Fig. 1: run 1, cell outlines without signal wires
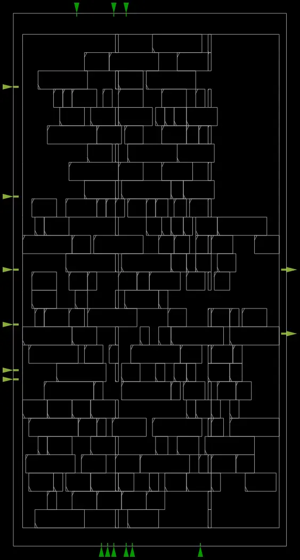
Fig. 2: run 1, wires at chosen ports, followed through buffers
(4 px per um)
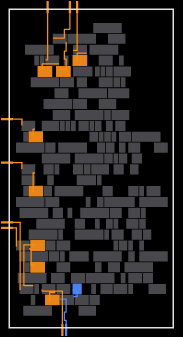
Fig. 3: run 1, routed clock nets over the placement
(6 px per um)
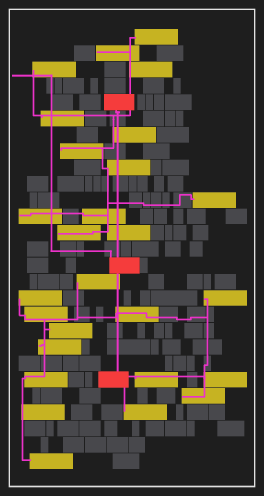
Fig. 4: run 1, placement by cell class
(6 px per um)
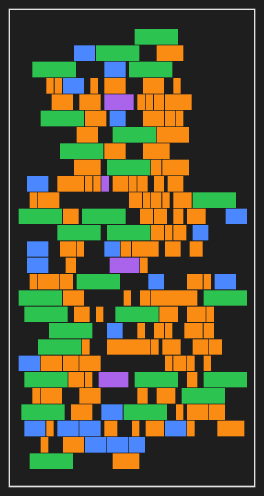
File: config.mk
export PLATFORM = sky130hd
export DESIGN_NAME = uart_tx
export DESIGN_NICKNAME = d
export VERILOG_FILES = /design/src/rtl/uart_tx.sv
export SDC_FILE = /design/constraint.sdc
export NUM_CORES = 1
export LEC_CHECK = 0
export CORE_ASPECT_RATIO = 2
export CORE_UTILIZATION = 45
export DETAILED_ROUTE_END_ITERATION = 10
export HOLD_SLACK_MARGIN = 0.15
export PLACE_DENSITY = 0.72
export SETUP_SLACK_MARGIN = 0.2
export SLEW_MARGIN = 20
export SYNTH_ARGS = -nofsm -noshare
export SYNTH_HDL_FRONTEND = slang
export SYNTH_SLANG_ARGS = --single-unit
File: constraint.sdc
create_clock -name clk -period 2.2 [get_ports clk]
set_input_delay 0.22 -clock clk [delete_from_list [all_inputs] [get_ports clk]]
set_output_delay 0.22 -clock clk [all_outputs]
set_load 0.03 [all_outputs]
File: src/rtl/uart_tx.sv
// UART transmitter: one holding register plus one shift register (double buffered), 8N1 framing.
// Latency: a byte written while idle starts its start bit two clk edges after the write.
// Backpressure: tbr=0 while the holding register is full; writes made then are dropped.
module uart_tx #(
  parameter int OVERSAMPLE = 16
) (
  input  logic       clk,
  input  logic       rst,
  input  logic       enable,
  input  logic       iocs,
  input  logic       iorw,
  input  logic [1:0] ioaddr,
  input  logic [7:0] data_bus,
  output logic       tbr,
  output logic       txd
);

  // Tick counter spans 0..OVERSAMPLE-1; OVERSAMPLE=2 still needs one bit.
  localparam int TW = (OVERSAMPLE > 2) ? $clog2(OVERSAMPLE) : 1;
  localparam logic [TW-1:0] TICK_LAST = TW'(OVERSAMPLE - 1);

  typedef enum logic [1:0] {
    IDLE  = 2'd0,
    START = 2'd1,
    DATA  = 2'd2,
    STOP  = 2'd3
  } state_t;

  state_t        state;
  state_t        state_nxt;
  logic [7:0]    hold_reg;
  logic [7:0]    hold_nxt;
  logic          hold_full;
  logic          hold_full_nxt;
  logic [7:0]    shift_reg;
  logic [7:0]    shift_nxt;
  logic [TW-1:0] tick_cnt;
  logic [TW-1:0] tick_nxt;
  logic [2:0]    bit_cnt;
  logic [2:0]    bit_nxt;
  logic          txd_nxt;
  logic          wr_stb;
  logic          bit_end;

  // Only a write to address 0 is ours; reads and other addresses are left alone.
  assign wr_stb  = iocs & ~iorw & (ioaddr == 2'b00);
  // A serial bit finishes on the enable pulse that sees the last tick value.
  assign bit_end = enable & (tick_cnt == TICK_LAST);
  // The holding register is the only buffer the bus sees.
  assign tbr     = ~hold_full;

  // State register.
  always_ff @(posedge clk) begin
    if (rst) begin
      state <= IDLE;
    end else begin
      state <= state_nxt;
    end
  end

  // Next-state, datapath updates and the registered line value for the next cycle.
  always_comb begin
    state_nxt     = state;
    hold_nxt      = hold_reg;
    hold_full_nxt = hold_full;
    shift_nxt     = shift_reg;
    tick_nxt      = tick_cnt;
    bit_nxt       = bit_cnt;
    txd_nxt       = txd;

    // A write needs an empty holding register, so it never collides with the
    // IDLE transfer below, which needs a full one.
    if (wr_stb && !hold_full) begin
      hold_nxt      = data_bus;
      hold_full_nxt = 1'b1;
    end

    // Baud ticks only advance the bit timer while a frame is on the line.
    if (state != IDLE && enable) begin
      tick_nxt = bit_end ? '0 : tick_cnt + TW'(1);
    end

    case (state)
      IDLE: begin
        txd_nxt = 1'b1;
        if (hold_full) begin
          shift_nxt     = hold_reg;
          hold_full_nxt = 1'b0;
          tick_nxt      = '0;
          bit_nxt       = '0;
          txd_nxt       = 1'b0;
          state_nxt     = START;
        end
      end
      START: begin
        if (bit_end) begin
          bit_nxt   = '0;
          txd_nxt   = shift_reg[0];
          state_nxt = DATA;
        end
      end
      DATA: begin
        if (bit_end) begin
          shift_nxt = {1'b0, shift_reg[7:1]};
          bit_nxt   = bit_cnt + 3'd1;
          if (bit_cnt == 3'd7) begin
            txd_nxt   = 1'b1;
            state_nxt = STOP;
          end else begin
            txd_nxt   = shift_reg[1];
          end
        end
      end
      STOP: begin
        if (bit_end) begin
          txd_nxt   = 1'b1;
          state_nxt = IDLE;
        end
      end
      default: begin
        txd_nxt   = 1'b1;
        state_nxt = IDLE;
      end
    endcase
  end

  // Datapath registers; reset drops any pending byte and forces the line idle.
  always_ff @(posedge clk) begin
    if (rst) begin
      hold_reg  <= '0;
      hold_full <= 1'b0;
      shift_reg <= '0;
      tick_cnt  <= '0;
      bit_cnt   <= '0;
      txd       <= 1'b1;
    end else begin
      hold_reg  <= hold_nxt;
      hold_full <= hold_full_nxt;
      shift_reg <= shift_nxt;
      tick_cnt  <= tick_nxt;
      bit_cnt   <= bit_nxt;
      txd       <= txd_nxt;
    end
  end

endmodule

==> results.txt, run 1 <==
yosys + openroad results -> max cap viols 0, R2R cell count 7, Filler Cell Count 255, vias in the first global route 1011, CP Launch Type register, Metal-1 WL 1020 um, CTS Hold Bufs 0, tool warnings 29, routed len/inst 14.7 um, most frequent logic cell in the layout dfxtp_1, # clock sinks 27, Worst Path Arrival 1.91 ns, max-slew violations 0, via count 1113, Post-DP Area 0.00155 mm2, Register-to-Register Setup Slack 0.48 ns, antenna violations before repair 0, Worst Hold End bit_cnt[1]$_SDFFE_PP0P_, Vias per Instance 5.86, gr ovfl total 0, detailed placement HPWL 2190 um, Netlist cell types 36, top routing layer used met4, die height 79.3 um, total power 1390 uW, Crit Path Class reg -> reg, synthesized net count 166, Hold Path Class reg -> reg, Post-CTS Setup Bufs 0, sequential share of power 44.0%, Comb area 747 um2, Worst-Margin Slew 0.533 ns, worst endpoint required time 2.39 ns, post-synthesis async set-or-reset flop share 0%, wire length after detailed routing 2790 um, drt first-iter violations 35, Placed Instances 186, Seq share, synth 40.2%, FF+latch area 541 um2, synthesized flop and latch total 27, gr usage total 19.4%, CTS tree built, Switching Fraction 34.3%, Final Cycle Share 78.0%, CP max FO 16, crit path launch state[0]$_SDFFE_PP0P_, status complete, no violations, Met2 Routed Length 1580 um, Horiz. Die Dim 40.6 um, YS chip area 0.00134 mm2, minimum clock period 1.72 ns, Pint 914 uW, PD cells 874 mW/mm2, pre-CTS setup slack 0.314 ns, CP Capture Type register, DRC Markers 0, CTS max path bufs 2, Fin Setup TNS 0 ns, Final Wtd Congestion 0.755, clk root buf clkbuf_8, largest net degree at the start of global routing 17, worst hold path depth 2, area grow syn2layout 18.5%, post_cts resized 0, Post-Syn Instances 144, Dominant flop cell dfxtp_1, most frequent cells in the layout dfxtp_1, nor2_1, mux2i_1, clkdlybuf4s50_1, a21oi_1, number of enable flip-flop cells 0, fin nets 184, final worst slack 0.484 ns, endpoints failing setup 0, layout cells sized above 1 9.94%, antenna cells 0, H-tree Lvls 1, fp util 47.9%, RR Startpoint state[0]$_SDFFE_PP0P_, worst setup path endpoint shift_reg[5]$_SDFFE_PP0P_, Leak 0.000577 uW, CTS clock-pin slew for the worst setup and hold paths 0.09 ns, first-pass GRT wire length 4270 um, syn_area_per_cell 9.33 um2, NetSw 478 uW, WHS 0.465 ns, hold path startpoint bit_cnt[1]$_SDFFE_PP0P_, DR pass1 iterations 4, Die Size 0.00322 mm2, final hold violation count 0, Peak VDD IR 533 uV, max frequency 583 MHz, ys cells 144, worst reg2reg endpoint shift_reg[5]$_SDFFE_PP0P_, max-slew headroom at the worst pin 64.4%, combinational power share 35.9%, synth warn 0, RSZ-0062 raised after global routing no, Netlist Area Pre-Place 0.00134 mm2, Num CTS Buffers 3, ANT nets after route 0, DR WL met3 62 um
-- Fig. 1 (at the start) --
flop share of the area: 33.9%
final core occ: 56.8%
row cnt: 27
fin cells: 190
seq_cells: 27

-- Fig. 2 (at the start) --
legend:
  `iorw`:
    colour: blue
    bits: 1
    direction: input
    edge: bottom
    end_cells: 1
    buffers: 1
    wire: 12.5 um
  `data_bus`:
    colour: orange
    bits: 8
    direction: input
    edge: 4 left, 3 top, 1 bottom
    end_cells: 8
    buffers: 8
    wire: 132 um
Port-buffer cells: 16
I/O Pins: 17

-- Fig. 3 (at the start) --
legend:
  clock wires:
    colour: magenta
    length: 329 um
  clock-net drivers:
    colour: red
    count: 3
  flip-flops:
    colour: yellow
    count: 27
flops lie: all over the die
Late-Pin Clk Latency: 0.27 ns
clock group share of total power: 20.1%
clk pwr: 280 uW
clock skew: 0.00258 ns

-- Fig. 4 (at the start) --
legend:
  clock drivers and dummy loads:
    colour: purple
    cells: 4
    share_of_their_area: 2.9%
  registers:
    colour: green
    cells: 27
    share_of_their_area: 35%
  remaining buffers and delay cells:
    colour: blue
    cells: 22
    share_of_their_area: 13%
  remaining logic cells:
    colour: orange
    cells: 108
    share_of_their_area: 49%
core area: 0.00280 mm2
Finished Cell Area: 0.00159 mm2

-- run 1: critical path, cell delays in order, from the launching register on --
cell      delay (ns)
dfxtp_1         0.38
inv_1           0.09
ha_1            0.22
nor2b_1         0.22
a211oi_4        0.23
buf_4           0.23
nor2_1          0.05
a211oi_1        0.21
-- run 1: cells in the mapped netlist (all sizes together), types with 2 or more instances --
master	count	area (um2)
a22oi	2	15.0
nand4	4	40.0
nand2b	4	25.0
xnor2	2	17.5
mux2i	16	160
a21oi	9	45.0
clkbuf	6	22.5
o21ai	2	10.0
ha	7	87.6
nor2	26	97.6
dfxtp	27	541
inv	5	18.8
buf	3	23.8
nand2	4	15.0
a211oi	9	90.1
a211o	2	17.5
nand3	2	10.0
-- run 1: power by group through the flow --
stage	registers, uW	logic [uW]	clock network [uW]
finish	612	500	280
global placement	619	485	0
global route	623	547	300
floorplan	625	365	0
CTS	613	499	290
detailed placement	625	497	0
-- run 1: area by class of cell --
type | count | area share [%]
clock buffers | 4 | 2.83
repair buffers | 22 | 12.9
multi-input cells | 103 | 46.9
well taps | 29 | 2.28
inverters | 5 | 1.18
flip-flops and latches | 27 | 33.9
-- run 1: metal layers --
| layer | track usage [%] | vias up |
|---|---|---|
| li1 | - | 550 |
| met1 | 19.9 | 530 |
| met2 | 33.0 | 24 |
| met3 | 1.68 | 9 |
| met4 | 13.7 | 0 |
| met5 | 0 | - |
-- run 1: cell families (layout without fill, tap and decap cells) --
| kind of cell | after synthesis | in the layout | share of synthesized area, % |
|---|---|---|---|
| flops | 27 | 27 | 40.2 |
| xor+xnor | 2 | 2 | 1.30 |
| fa+ha+maj | 7 | 7 | 6.52 |
| mux | 16 | 16 | 11.9 |
| buf+inv | 14 | 31 | 4.84 |
| simple gates | 49 | 49 | 18.6 |
| compound gates | 29 | 29 | 16.6 |
Fig. 5: run 1, M1 wires
(8 px per um) Supply wires on this layer in grey.
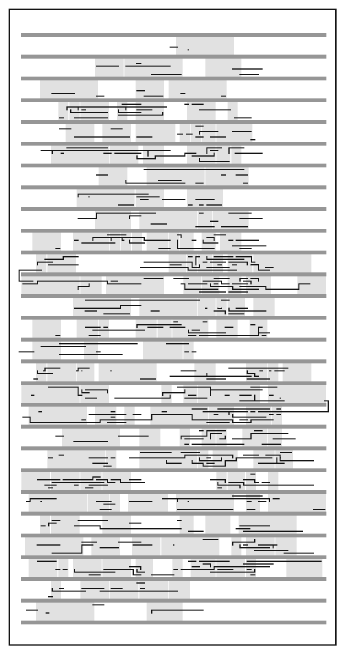

==> inputs of run 2 (changes only) <==
==> constraint.sdc (replaced) <==
create_clock -name clk -period 1.7 [get_ports clk]
set_input_delay 0.17 -clock clk [delete_from_list [all_inputs] [get_ports clk]]
set_output_delay 0.17 -clock clk [all_outputs]
set_load 0.03 [all_outputs]
Fig. 6: run 2, M1 wires
(8 px per um) Supply wires on this layer in grey.
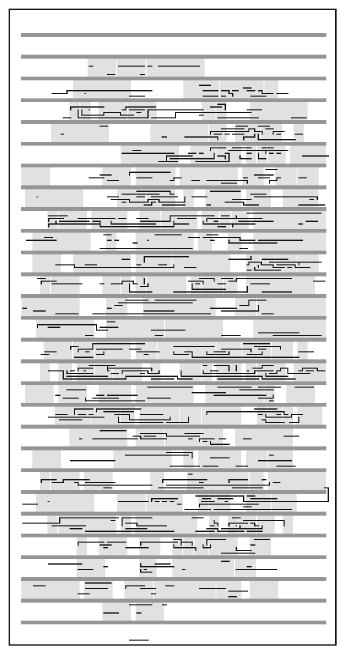
nets with wire on the layer: 179
main direction: horizontal
wire length on this layer: 1240 um
GR Util met1: 20.2%
wire length after detailed routing: 3390 um
via count: 1209

==> run 2 against run 1 <==
Against the previous run:
- core utilization rose by 9.5 points
- hold slack improved by 0.0047 ns
- clock power rose by 31%
- global-route usage rose by 1.7 points
- highest routed layer unchanged
- maximum frequency rose by 7.0%
- count of clock-buffer cells in the layout fell by 1
- synthesized cell count did not move
- area after synthesis did not move
==> results.txt, run 2 <==
yosys + openroad results -> status complete, no violations (unchanged), max frequency 624 MHz (was 583 MHz), Final Cycle Share 94.3% (was 78.0%), Num CTS Buffers 3 (unchanged), synthesized flop and latch total 27 (unchanged), Worst Path Arrival 1.77 ns (was 1.91 ns), worst endpoint required time 1.86 ns (was 2.39 ns), most frequent cells in the layout nor2_1, dfxtp_1, mux2i_1 (was dfxtp_1, nor2_1, mux2i_1, clkdlybuf4s50_1, a21oi_1), minimum clock period 1.60 ns (was 1.72 ns), Filler Cell Count 243 (was 255), final-layout non-clock buffer area share 20.1% (was 12.9%), Vias per Instance 5.93 (was 5.86), DR pass1 iterations 4 (unchanged), Horiz. Die Dim 40.6 um (unchanged), gr ovfl total 0 (unchanged), area grow syn2layout 38.5% (was 18.5%), Worst-Margin Slew 0.303 ns (was 0.533 ns), antenna cells 0 (unchanged), final hold violation count 0 (unchanged), post-synthesis async set-or-reset flop share 0% (unchanged), R2R cell count 7 (unchanged), Post-Syn Instances 144 (unchanged), drt first-iter violations 55 (was 35), synthesized net count 166 (unchanged), CTS Hold Bufs 0 (unchanged), count leader, synth dfxtp_1 (unchanged), synth warn 0 (unchanged), Post-synth area hogs dfxtp_1, mux2i_1, nor2_1 (unchanged), ys cells 144 (unchanged), YS chip area 0.00134 mm2 (unchanged), CTS max path bufs 2 (unchanged), CTS clock-pin slew for the worst setup and hold paths 0.09 ns (about the same), Dominant flop cell dfxtp_1 (unchanged), total power 2190 uW (was 1390 uW), Port-buffer cells 16 (unchanged), Crit Path Class reg -> reg (unchanged), endpoints failing setup 0 (unchanged), Peak VDD IR 714 uV (was 533 uV), # clock sinks 27 (unchanged), tool warnings 31 (was 29), core area 0.00280 mm2 (unchanged), Worst Hold End bit_cnt[2]$_SDFFE_PP0P_ (was bit_cnt[1]$_SDFFE_PP0P_), Netlist Area Pre-Place 0.00134 mm2 (unchanged), max-slew headroom at the worst pin 79.2% (was 64.4%), RR Startpoint state[1]$_SDFFE_PP0P_ (was state[0]$_SDFFE_PP0P_), logic share of the area 44.8% (was 46.9%), multi-input gates 103 (unchanged), pre-CTS setup slack -0.0243 ns (was 0.314 ns), die height 79.3 um (unchanged), final worst slack 0.0972 ns (was 0.484 ns), crit path launch state[1]$_SDFFE_PP0P_ (was state[0]$_SDFFE_PP0P_), clock buf count 3 (was 4), worst setup path endpoint shift_reg[1]$_SDFFE_PP0P_ (was shift_reg[5]$_SDFFE_PP0P_), RSZ-0062 raised after global routing yes (was no), fin cells 204 (was 190), most frequent logic cell in the layout nor2_1 (was dfxtp_1), CP max FO 5 (was 16), first-pass GRT wire length 4750 um (was 4270 um), I/O Pins 17 (unchanged), fin nets 198 (was 184), clk root buf clkbuf_8 (unchanged), routed len/inst 16.6 um (was 14.7 um), biggest area consumer among synthesized cells dfxtp_1 (unchanged), FF+latch area 552 um2 (was 541 um2), gr usage total 21.1% (was 19.4%), CTS tree built (unchanged), row cnt 27 (unchanged), Signal inverters 5 (unchanged), master of the slowest instance on the critical path dfxtp_4 (was dfxtp_1), area share, top type 40.2% (unchanged), clock network area share 2.49% (was 2.83%), largest net degree at the start of global routing 16 (was 17), vias in the first global route 1119 (was 1011), Die Size 0.00322 mm2 (unchanged), syn_area_per_cell 9.33 um2 (unchanged), number of enable flip-flop cells 0 (unchanged), H-tree Lvls 1 (unchanged), fp util 47.9% (unchanged), crit-path max cell delay 0.37 ns (was 0.38 ns), most used cell, CP buf_12, seq_cells 27 (unchanged), nonclk buf count 36 (was 22), clock skew 0.00215 ns (was 0.00258 ns)
Fig. 7: run 2, placement by cell class
(6 px per um)
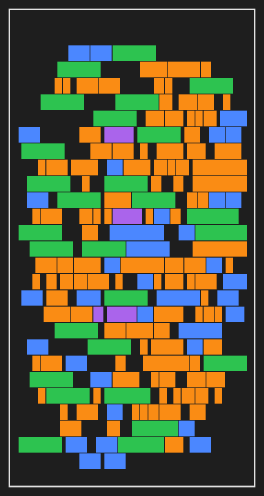
legend:
  remaining buffers and delay cells:
    colour: blue
    cells: 36
    share_of_their_area: 21%
  clock drivers and dummy loads:
    colour: purple
    cells: 4
    share_of_their_area: 2.5%
  registers:
    colour: green
    cells: 27
    share_of_their_area: 30%
  remaining logic cells:
    colour: orange
    cells: 108
    share_of_their_area: 47%
final core occ: 66.4%
flop share of the area: 29.7%
Finished Cell Area: 0.00186 mm2

-- run 2: cell count changes in the layout (fill, tap and decap cells not counted), sizes merged --
cell	change
buf	+13
clkdlybuf4s50	-2
clkinv	+1
dlygate4sd2	+1
dlymetal6s2s	+1
-- run 2: kinds of logic after synthesis --
group | after synthesis | synth area share (%)
fa+ha+maj | 7 | 6.52
flops | 27 | 40.2
compound gates | 29 | 16.6
simple gates | 49 | 18.6
buf+inv | 14 | 4.84
mux | 16 | 11.9
xor+xnor | 2 | 1.30
-- run 2: worst max-delay path: cells and delay by family, from the launching register on --
kind	cells	cell delay, ns
buffers and inverters	4	0.56
adder cells (fa/ha/maj)	1	0.18
AND-OR/OR-AND	2	0.37
flip-flops	1	0.37
-- run 2: routing by layer --
metal	track usage [%]	up-vias	part of all wire [%]	routed length [um]
met3	2.51	8	2.0	69
li1	-	572	-	-
met2	40.6	26	59	2000
met1	20.2	603	36	1240
met5	0	-	0	0
met4	7.00	0	2.4	80
-- run 2: what timing repair did --
| action | in CTS | in global routing |
|---|---|---|
| resized | 12 | 13 |
| setup buffers | 7 | 2 |
| pin swaps | 4 | 8 |
| gates cloned | 0 | 1 |
| endpoints found under the setup margin | 16 | 16 |
| endpoints found under the hold margin | 0 | 0 |
-- run 2: metrics by stage --
step | hold slack [ns] | instance area, um2 | setup TNS, ns
4_1_cts | 0.476 | 1760 | 0
6_report | 0.470 | 1860 | 0
3_5_place_dp | 0.460 | 1610 | -0.0506
2_1_floorplan | 0.317 | 1370 | 0
3_3_place_gp | 0.442 | 1610 | 0
5_1_grt | 0.494 | 1860 | 0
-- run 2: power by group --
part | internal, uW | total [uW] | switching, uW
clock network | 164 | 366 | 201
logic | 528 | 1010 | 487
registers | 737 | 813 | 76.6
Fig. 8: run 2, wires at chosen ports, followed through buffers
(4 px per um)
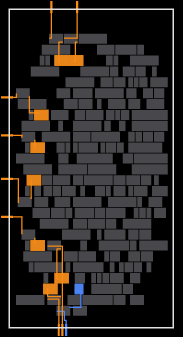

==> inputs of run 3 (changes only) <==
--- a/config.mk
+++ b/config.mk
@@ -5,11 +5,10 @@
 export SDC_FILE = /design/constraint.sdc
 export NUM_CORES = 1
 export LEC_CHECK = 0
-export CORE_ASPECT_RATIO = 2
-export CORE_UTILIZATION = 45
+export CORE_UTILIZATION = 54
 export DETAILED_ROUTE_END_ITERATION = 10
 export HOLD_SLACK_MARGIN = 0.15
-export PLACE_DENSITY = 0.72
+export PLACE_DENSITY = 0.83
 export SETUP_SLACK_MARGIN = 0.2
 export SLEW_MARGIN = 20
 export SYNTH_ARGS = -nofsm -noshare
Fig. 9: run 3, wires at chosen ports, followed through buffers
(6 px per um)
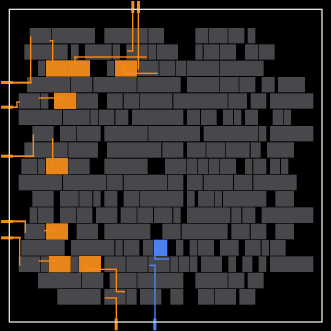
legend:
  `data_bus`:
    colour: orange
    bits: 8
    direction: input
    edge: 5 left, 2 top, 1 bottom
    end_cells: 8
    buffers: 8
    wire: 100 um
  `iorw`:
    colour: blue
    bits: 1
    direction: input
    edge: bottom
    end_cells: 1
    buffers: 1
    wire: 14.3 um

Fig. 10: run 3, cell density map
(8 px per um) 10 x 10 tiles, from dark blue (low) to red (high), 0 to 100% covered.
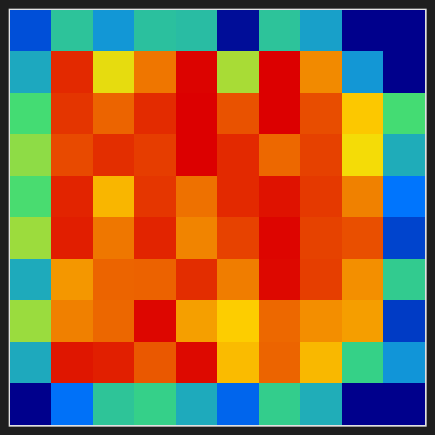
tiles over 75% full: 59%
densest ninth of the die: centre
fullest tile: 100%
mean over tiles: 68%
nearly empty tiles: 6.0%
final core occ: 81.7%
core area: 0.00228 mm2
fp util: 59.0%

==> run 3 against run 2 <==
Against the previous run:
- critical path depth rose by 1
- largest power group unchanged
- highest routed layer unchanged
- sequential cell count unchanged
- routed wire length down 12%
- first-iteration DRC count is 58% lower
- sequential power is essentially flat
==> results.txt, run 3 <==
yosys + openroad results -> status complete, no violations (unchanged), Filler Cell Count 130 (was 243), worst setup path endpoint shift_reg[7]$_SDFFE_PP0P_ (was shift_reg[1]$_SDFFE_PP0P_), logic share of the area 43.5% (was 44.8%), Metal-1 WL 1370 um (was 1240 um), DR WL met3 92 um (was 69 um), antenna cells 0 (unchanged), area share, top type 40.2% (unchanged), Hold Path Class in -> reg (was reg -> reg), ys cells 144 (unchanged), CTS clock-pin slew for the worst setup and hold paths 0.15 ns (was 0.09 ns), Worst Path Arrival 1.85 ns (was 1.77 ns), synthesized flop and latch total 27 (unchanged), tool warnings 31 (unchanged), Peak VDD IR 943 uV (was 714 uV), die height 51.9 um (was 79.3 um), Horiz. Die Dim 51.9 um (was 40.6 um), max cap viols 0 (unchanged), Num CTS Buffers 3 (unchanged), Leak 0.000707 uW (was 0.000692 uW), endpoints failing setup 0 (unchanged), R2R cell count 8 (was 7), worst endpoint required time 1.94 ns (was 1.86 ns), worst reg2reg endpoint shift_reg[7]$_SDFFE_PP0P_ (was shift_reg[1]$_SDFFE_PP0P_), Netlist Area Pre-Place 0.00134 mm2 (unchanged), Port-buffer cells 16 (unchanged), most frequent cells in the layout nor2_1, dfxtp_1, buf_4 (was nor2_1, dfxtp_1, mux2i_1), # clock sinks 27 (unchanged), met3 usage 4.09% (was 2.51%), routed len/inst 14.3 um (was 16.6 um), Netlist cell types 36 (unchanged), max frequency 619 MHz (was 624 MHz), gr usage total 24.4% (was 21.1%), via count 1193 (was 1209), Vias per Instance 5.71 (was 5.93), Final Wtd Congestion 0.815 (was 0.720), H-tree Lvls 1 (unchanged), first-pass GRT wire length 4940 um (was 4750 um), DR pass1 iterations 5 (was 4), fin nets 204 (was 198), max-slew headroom at the worst pin 78.6% (was 79.2%), Crit Path Class reg -> reg (unchanged), post_cts resized 15 (was 12), largest net degree at the start of global routing 16 (unchanged), layout cells sized above 1 30.4% (was 29.1%), YS chip area 0.00134 mm2 (unchanged), Post-Syn Instances 144 (unchanged), Die Size 0.00269 mm2 (was 0.00322 mm2), flop share of the area 29.8% (was 29.7%), detailed placement HPWL 1920 um (was 2160 um), syn_area_per_cell 9.33 um2 (unchanged), GR Util met1 29.2% (was 20.2%), gr ovfl total 0 (unchanged), Late-Pin Clk Latency 0.32 ns (was 0.27 ns), Seq share, synth 40.2% (unchanged), max-slew violations 0 (unchanged), final-layout non-clock buffer area share 22.1% (was 20.1%), vias in the first global route 1153 (was 1119), nonclk buf count 42 (was 36), synth cell count leaders dfxtp_1, nor2_1, mux2i_1 (unchanged), top routing layer used met4 (unchanged), grt peak-use layer met2 (unchanged), CP Capture Type register (unchanged), wire length after detailed routing 2980 um (was 3390 um), drt first-iter violations 23 (was 55), CTS Hold Bufs 0 (unchanged), final hold violation count 0 (unchanged), Placed Instances 191 (was 190), CP max FO 8 (was 5), DRC Markers 0 (unchanged), synth warn 0 (unchanged), Worst-Margin Slew 0.312 ns (was 0.303 ns), CP Launch Type register (unchanged), multi-input gates 103 (unchanged), FF+latch area 554 um2 (was 552 um2), final worst slack 0.0856 ns (was 0.0972 ns), count leader, synth dfxtp_1 (unchanged), fin cells 209 (was 204), number of enable flip-flop cells 0 (unchanged), biggest area consumer among synthesized cells dfxtp_1 (unchanged), clk root buf clkbuf_4 (was clkbuf_8), largest class combinational gates (unchanged), seq_cells 27 (unchanged), met2 usage 43.4% (was 40.6%), PD cells 1120 mW/mm2 (was 1180 mW/mm2), Post-synth area hogs dfxtp_1, mux2i_1, nor2_1 (unchanged), Final Cycle Share 95.0% (was 94.3%), minimum clock period 1.61 ns (was 1.60 ns), Comb area 810 um2 (was 833 um2), row cnt 17 (was 27), clock buf count 3 (unchanged), Met2 Routed Length 1460 um (was 2000 um), RSZ-0062 raised after global routing yes (unchanged), antenna violations before repair 0 (unchanged), pre-CTS setup slack -0.00118 ns (was -0.0243 ns), Signal inverters 5 (unchanged), Post-CTS Setup Bufs 7 (unchanged), CTS tree built (unchanged), Dominant flop cell dfxtp_1 (unchanged), I/O Pins 17 (unchanged), clock network area share 1.48% (was 2.49%), RR Startpoint state[0]$_SDFFE_PP0P_ (was state[1]$_SDFFE_PP0P_), ANT nets after route 0 (unchanged), CTS max path bufs 2 (unchanged), post-synthesis async set-or-reset flop share 0% (unchanged), clock skew 0.00245 ns (was 0.00215 ns), tapcell count 28 (was 29), area grow syn2layout 38.5% (unchanged), Register-to-Register Setup Slack 0.09 ns (was 0.1 ns), crit path launch state[0]$_SDFFE_PP0P_ (was state[1]$_SDFFE_PP0P_), synthesized net count 166 (unchanged), most frequent logic cell in the layout nor2_1 (unchanged)
run 3: critical path, cell delays in order, from the launching register on:
cell,delay (ns)
dfxtp_4,0.38
inv_4,0.05
ha_4,0.17
buf_12,0.13
a211oi_4,0.35
buf_12,0.16
buf_8,0.12
nand2b_4,0.12
a21oi_2,0.05
run 3: cells by family after synthesis:
group           count (synthesis)  share of synthesized area (%)
compound gates                 29                           16.6
flops                          27                           40.2
fa+ha+maj                       7                           6.52
simple gates                   49                           18.6
xor+xnor                        2                           1.30
mux                            16                           11.9
buf+inv                        14                           4.84
run 3: through the flow:
stage                     total power [uW]  TNS [ns]  instance area [um2]  hold slack [ns]  util (%)
after floorplan                       1300         0                 1370            0.317         -
after global placement                1490         0                 1620            0.441      71.2
after detailed placement              1510  -0.00118                 1620            0.449      71.2
after CTS                             1910         0                 1750            0.436      76.9
after global routing                  2200         0                 1860            0.442      81.7
final                                 2080         0                 1860            0.440      81.7
run 3: worst min path at each step:
stage                                        from  cells past startpoint                       end
after floorplan                       data_bus[0]                      2  hold_reg[0]$_SDFFE_PP0P_
after global placement    bit_cnt[1]$_SDFFE_PP0P_                      2   bit_cnt[1]$_SDFFE_PP0P_
after detailed placement  bit_cnt[2]$_SDFFE_PP0P_                      2   bit_cnt[2]$_SDFFE_PP0P_
after CTS                             data_bus[4]                      3  hold_reg[4]$_SDFFE_PP0P_
after global routing                  data_bus[1]                      3  hold_reg[1]$_SDFFE_PP0P_
final                                 data_bus[2]                      3  hold_reg[2]$_SDFFE_PP0P_
run 3: report_power, final:
| part | internal [uW] | total, uW | switching [uW] |
|---|---|---|---|
| Clock | 88.3 | 280 | 192 |
| Combinational | 529 | 985 | 456 |
| Sequential | 738 | 812 | 74.7 |
| Total | 1360 | 2080 | 723 |
Power is estimated from default activity; no workload was simulated.
